Figure 1. Register map, names as in the netlist (run 1).
Scale bar: 50 um.
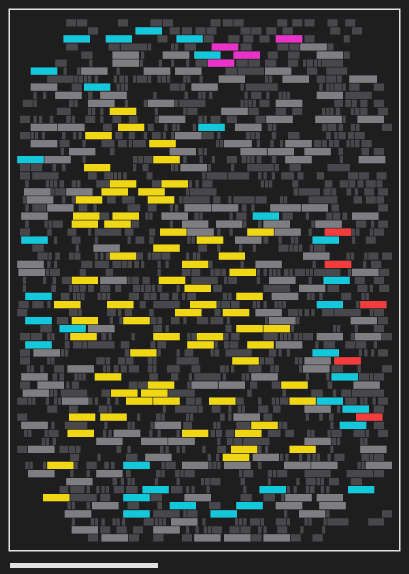
Figure 2. Wiring heat map (run 1).
26 x 37 tiles, from dark blue (low) to red (high), scaled to the fullest tile. Values are wire area over tile area, all layers added.
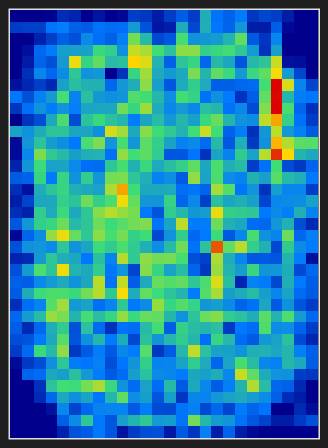
Figure 3. Drive-strength map (run 1).
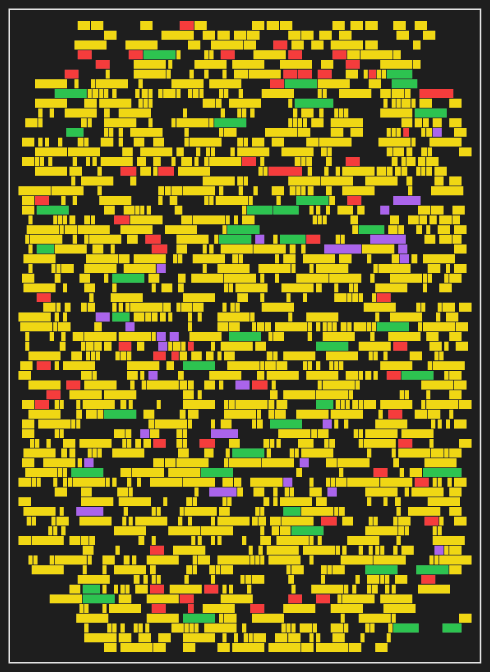
==> config.mk <==
export PLATFORM = sky130hd
export DESIGN_NAME = priv_cnt_tlb_exec_flat
export DESIGN_NICKNAME = d
export VERILOG_FILES = /design/src/rtl/priv_cnt_tlb_exec_if.sv /design/src/rtl/priv_cnt_tlb_exec.sv /design/src/flat_wrapper.sv
export SDC_FILE = /design/constraint.sdc
export NUM_CORES = 1
export LEC_CHECK = 0
export ABC_CLOCK_PERIOD_IN_PS = 2700
export CAP_MARGIN = 20
export CORE_ASPECT_RATIO = 1.4
export CORE_MARGIN = 2
export CORE_UTILIZATION = 45
export DETAILED_ROUTE_END_ITERATION = 7
export HOLD_SLACK_MARGIN = 0.12
export PLACE_DENSITY_LB_ADDON = 0.05
export SLEW_MARGIN = 20
export SYNTH_ARGS = -nofsm -noshare
export SYNTH_HDL_FRONTEND = slang
export SYNTH_SLANG_ARGS = --single-unit
==> constraint.sdc <==
create_clock -name clk -period 2.7 [get_ports clk]
set_input_delay 0.27 -clock clk [delete_from_list [all_inputs] [get_ports clk]]
set_output_delay 0.27 -clock clk [all_outputs]
set_load 0.01 [all_outputs]
==> impl_metrics.yaml, run 1 <==
# physical design summary
outcome:
  status: "finished, final reports clean"
placed_design:
  dp_cells: 1454
  port_buffers: 114
  placed_area_sq_um: 11900
setup_path:
  ff2ff_path_depth: 6
  critPathCaptureType: "register"
  rrSetupSlack_ns: 0.52
yosys:
  yosys_cells: 1065
  synth-edff-count: 0
  ys.warnings.count: 0
  ys_top_cells_by_count: "337 x nand2_1, 228 x dfrtp_1, 109 x nor2_1"
  netlist_area_sq_um: 10200
  yosysTopAreaCell: "dfrtp_1"
  synth_nets: 1128
  ys.flop_type: "dfrtp_1"
flow_run:
  warnings: 26
floorplan:
  die-area_sq_um: 24000
  dieHeight_um: 183
  design.portCount: 115
cells_and_area:
  nFillCells: 2094
  comb_share_pct: 33.5
  final_common_cell: "nand2_1"
  final-comb-area_sq_um: 4240
  layout.cells.non_filler: 1498
detailed_routing:
  wl_met3_um: 796
  drt-vias-per-instance: 5.02
  drt_wl_total_um: 23300
  drt_iter0_markers: 392
timing:
  relSlewSlack_pct: 53.5
  period_used_pct: 80.6
clock_network:
  cts_made_buffers: 25
global_routing:
  antenna_found_initial: 0
  gr-usage-met3_pct: 2.36
  grt.met2_usage_pct: 35.4
pwr:
  total_power_uw: 8730
  p_per_area_nw_per_um2: 688
  cellLeakagePower_uw: 0.00621
worst_hold_path:
  hp-class: "input pin to register"
About Figure 1:
Key: `u_core.bus.wb_data` = cyan [placed flops 32, where spread over the die]; `u_core.cnt` = yellow [placed flops 64]; `u_core.rd_q` = red [placed flops 5, where middle right]; `u_core.bus.csr_tlbidx_index_o` = magenta [placed flops 4, where top center]
Another 124 sequential cells are not colored.
P_seq: 4050 uW
Seq/total area: 45.2%
Finished Core Util: 56.5%

About Figure 2:
The densest ninth of the die: center. 16% of the tiles are over half the peak. The fullest tile reaches 0.47.
via count: 7519
DR WL/cell: 15.5 um

About Figure 3:
Key: drive 3 to 4 = purple [cells 26, share 2.2%]; drive 2 = red [cells 59, share 4.9%]; drive 1 or less = yellow [cells 1071, share 89%]; drive 6 and up = green [cells 41, share 3.4%]
synthesis-to-finish area growth: 23.8%
Final WS setup: 0.523 ns
area of all placed cells without fillers: 12700 sq um
buffers outside the clock class: 140

-- run 1: worst max-delay path: stages (launching register included) --
cell and delay [ns]:
dfrtp_1 0.45, ha_1 0.23, nand2_1 0.17, or4_1 0.62
nor2_1 0.29, nand4_1 0.14, xnor2_1 0.16
-- run 1: power by group --
group	total (uW)	switching [uW]	internal (uW)
Sequential	4050	246	3800
Combinational	1310	683	625
Clock	3370	1330	2050
-- run 1: kinds of logic after synthesis --
kind of cell	count (synthesis)	share of synthesized area (%)
compound gates	70	3.75
xor+xnor	63	5.39
fa+ha+maj	2	0.244
buf+inv	74	2.87
flops	229	56.0
mux	81	8.43
simple gates	546	23.4
Figure 4. Placement view (run 1).
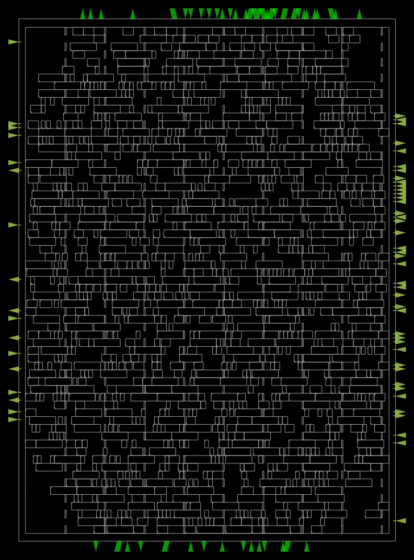

--- run 2 (diff from run 1) ---
--- a/config.mk
+++ b/config.mk
@@ -5,7 +5,7 @@
 export SDC_FILE = /design/constraint.sdc
 export NUM_CORES = 1
 export LEC_CHECK = 0
-export ABC_CLOCK_PERIOD_IN_PS = 2700
+export ABC_CLOCK_PERIOD_IN_PS = 1750
 export CAP_MARGIN = 20
 export CORE_ASPECT_RATIO = 1.4
 export CORE_MARGIN = 2
==> constraint.sdc (replaced) <==
create_clock -name clk -period 1.75 [get_ports clk]
set_input_delay 0.175 -clock clk [delete_from_list [all_inputs] [get_ports clk]]
set_output_delay 0.175 -clock clk [all_outputs]
set_load 0.01 [all_outputs]
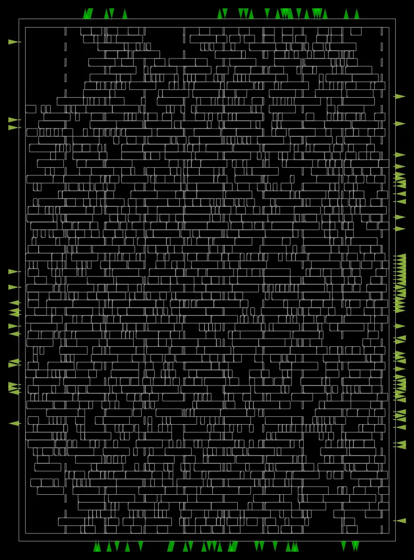
Figure 5: run 2, placement view.
Seq/total area: 39.9%
n_taps: 301
# rows: 65
filler instances: 1907

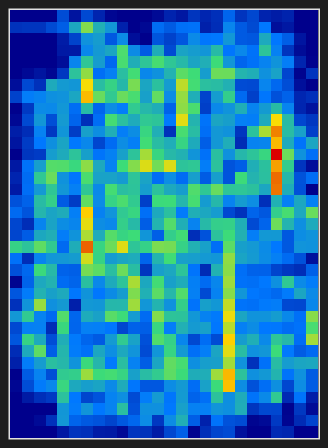
Figure 6: run 2, wiring heat map.
26 x 37 tiles, from dark blue (low) to red (high), scaled to the fullest tile. Values are wire area over tile area, all layers added.
The fullest tile reaches 0.55. The emptiest ninth of the die: upper left. The mean over all tiles is 0.17. 11% of the tiles are over half the peak. 6.3% of the tiles are nearly empty. The densest ninth of the die: center.
via count: 8092
WL final: 25500 um
DR WL/cell: 15.6 um
Tot GR Track Use: 21.3%

==> impl_metrics.yaml, run 2 <==
# physical design summary
yosys:
  netlist_area_sq_um: 10200
  yosysTopAreaCell: "dfrtp_1"
  yosys.area_share.simple_pct: 23.4
  ys.warnings.count: 0
  adder_share_pct: 0.244
  xor_share_pct: 5.39
  ys_top_cells_by_count: "337 x nand2_1, 228 x dfrtp_1, 109 x nor2_1"
  aoi_share_pct: 3.75
  synth_nets: 1128
  top_logic_kind: "simple AND/OR/NAND/NOR gates"
  synth.area.mux_share_pct: 8.43
  synth-edff-count: 0
  ys.flop_type: "dfrtp_1"
pwr:
  p_per_area_nw_per_um2: 950
  clkPwrFrac_pct: 37.8
  cellLeakagePower_uw: 0.00742
  p_seq_share_pct: 45.2
  power-top-group: "sequential cells"
  pg_clk_uw: 5160
  seq_power_uw: 6180
  swShare_pct: 25.9
  internal_power_uw: 10100
  total_power_uw: 13700
cells_and_area:
  final-comb-area_sq_um: 4720
  final_common_cell: "nand2_1"
timing:
  period_used_pct: 107
  fin_ws_ns: -0.115
  relSlewSlack_pct: 75.1
  setup_viol: 34
setup_path:
  slowest_stage: "or4_4"
  ff2ff_path_depth: 5
  critPathTopFamily: "simple AND/OR/NAND/NOR gates"
  rrSetupSlack_ns: -0.12
  cp_slowest_stage_delay_ns: 0.52
  path_depth: 5
clock_network:
  cts_made_buffers: 23
outcome:
  status: "complete, but fails checks"
  violations: "setup timing"
detailed_routing:
  drt-vias-per-instance: 4.97
placed_design:
  placed_area_sq_um: 12800
  dp_cells: 1558
  port_buffers: 114
worst_hold_path:
  hp-class: "input pin to asynchronous set/reset pin"
floorplan:
  design.portCount: 115
  dieHeight_um: 183
  die-area_sq_um: 24000
global_routing:
  antenna_found_initial: 0
run 2: cell counts after synthesis:
No cell type changed its count.
run 2: worst reg2reg max path, cell delays in order (launching register included):
cell     delay [ns]
dfrtp_1        0.39
nand4_4        0.15
or4_4          0.52
or4_4          0.44
nor3_4         0.13
xor2_1         0.17
run 2: layout make-up:
cell class | instances | share of cell area [%]
flip-flops and latches | 229 | 39.9
multi-input cells | 762 | 32.8
repair buffers | 272 | 18.5
clock buffers | 33 | 4.75
well taps | 301 | 2.62
clock inverters | 7 | 0.766
inverters | 23 | 0.601
run 2: routing by layer:
metal	vias to the layer above	global-route usage [%]	part of all wire, %
li1	3965	-	-
met2	140	40.5	53
met3	36	2.61	3.8
met1	3951	25.4	41
met4	0	5.74	2.1
met5	-	0	0
No activity file was given, so power comes from the tool's default toggle rates.
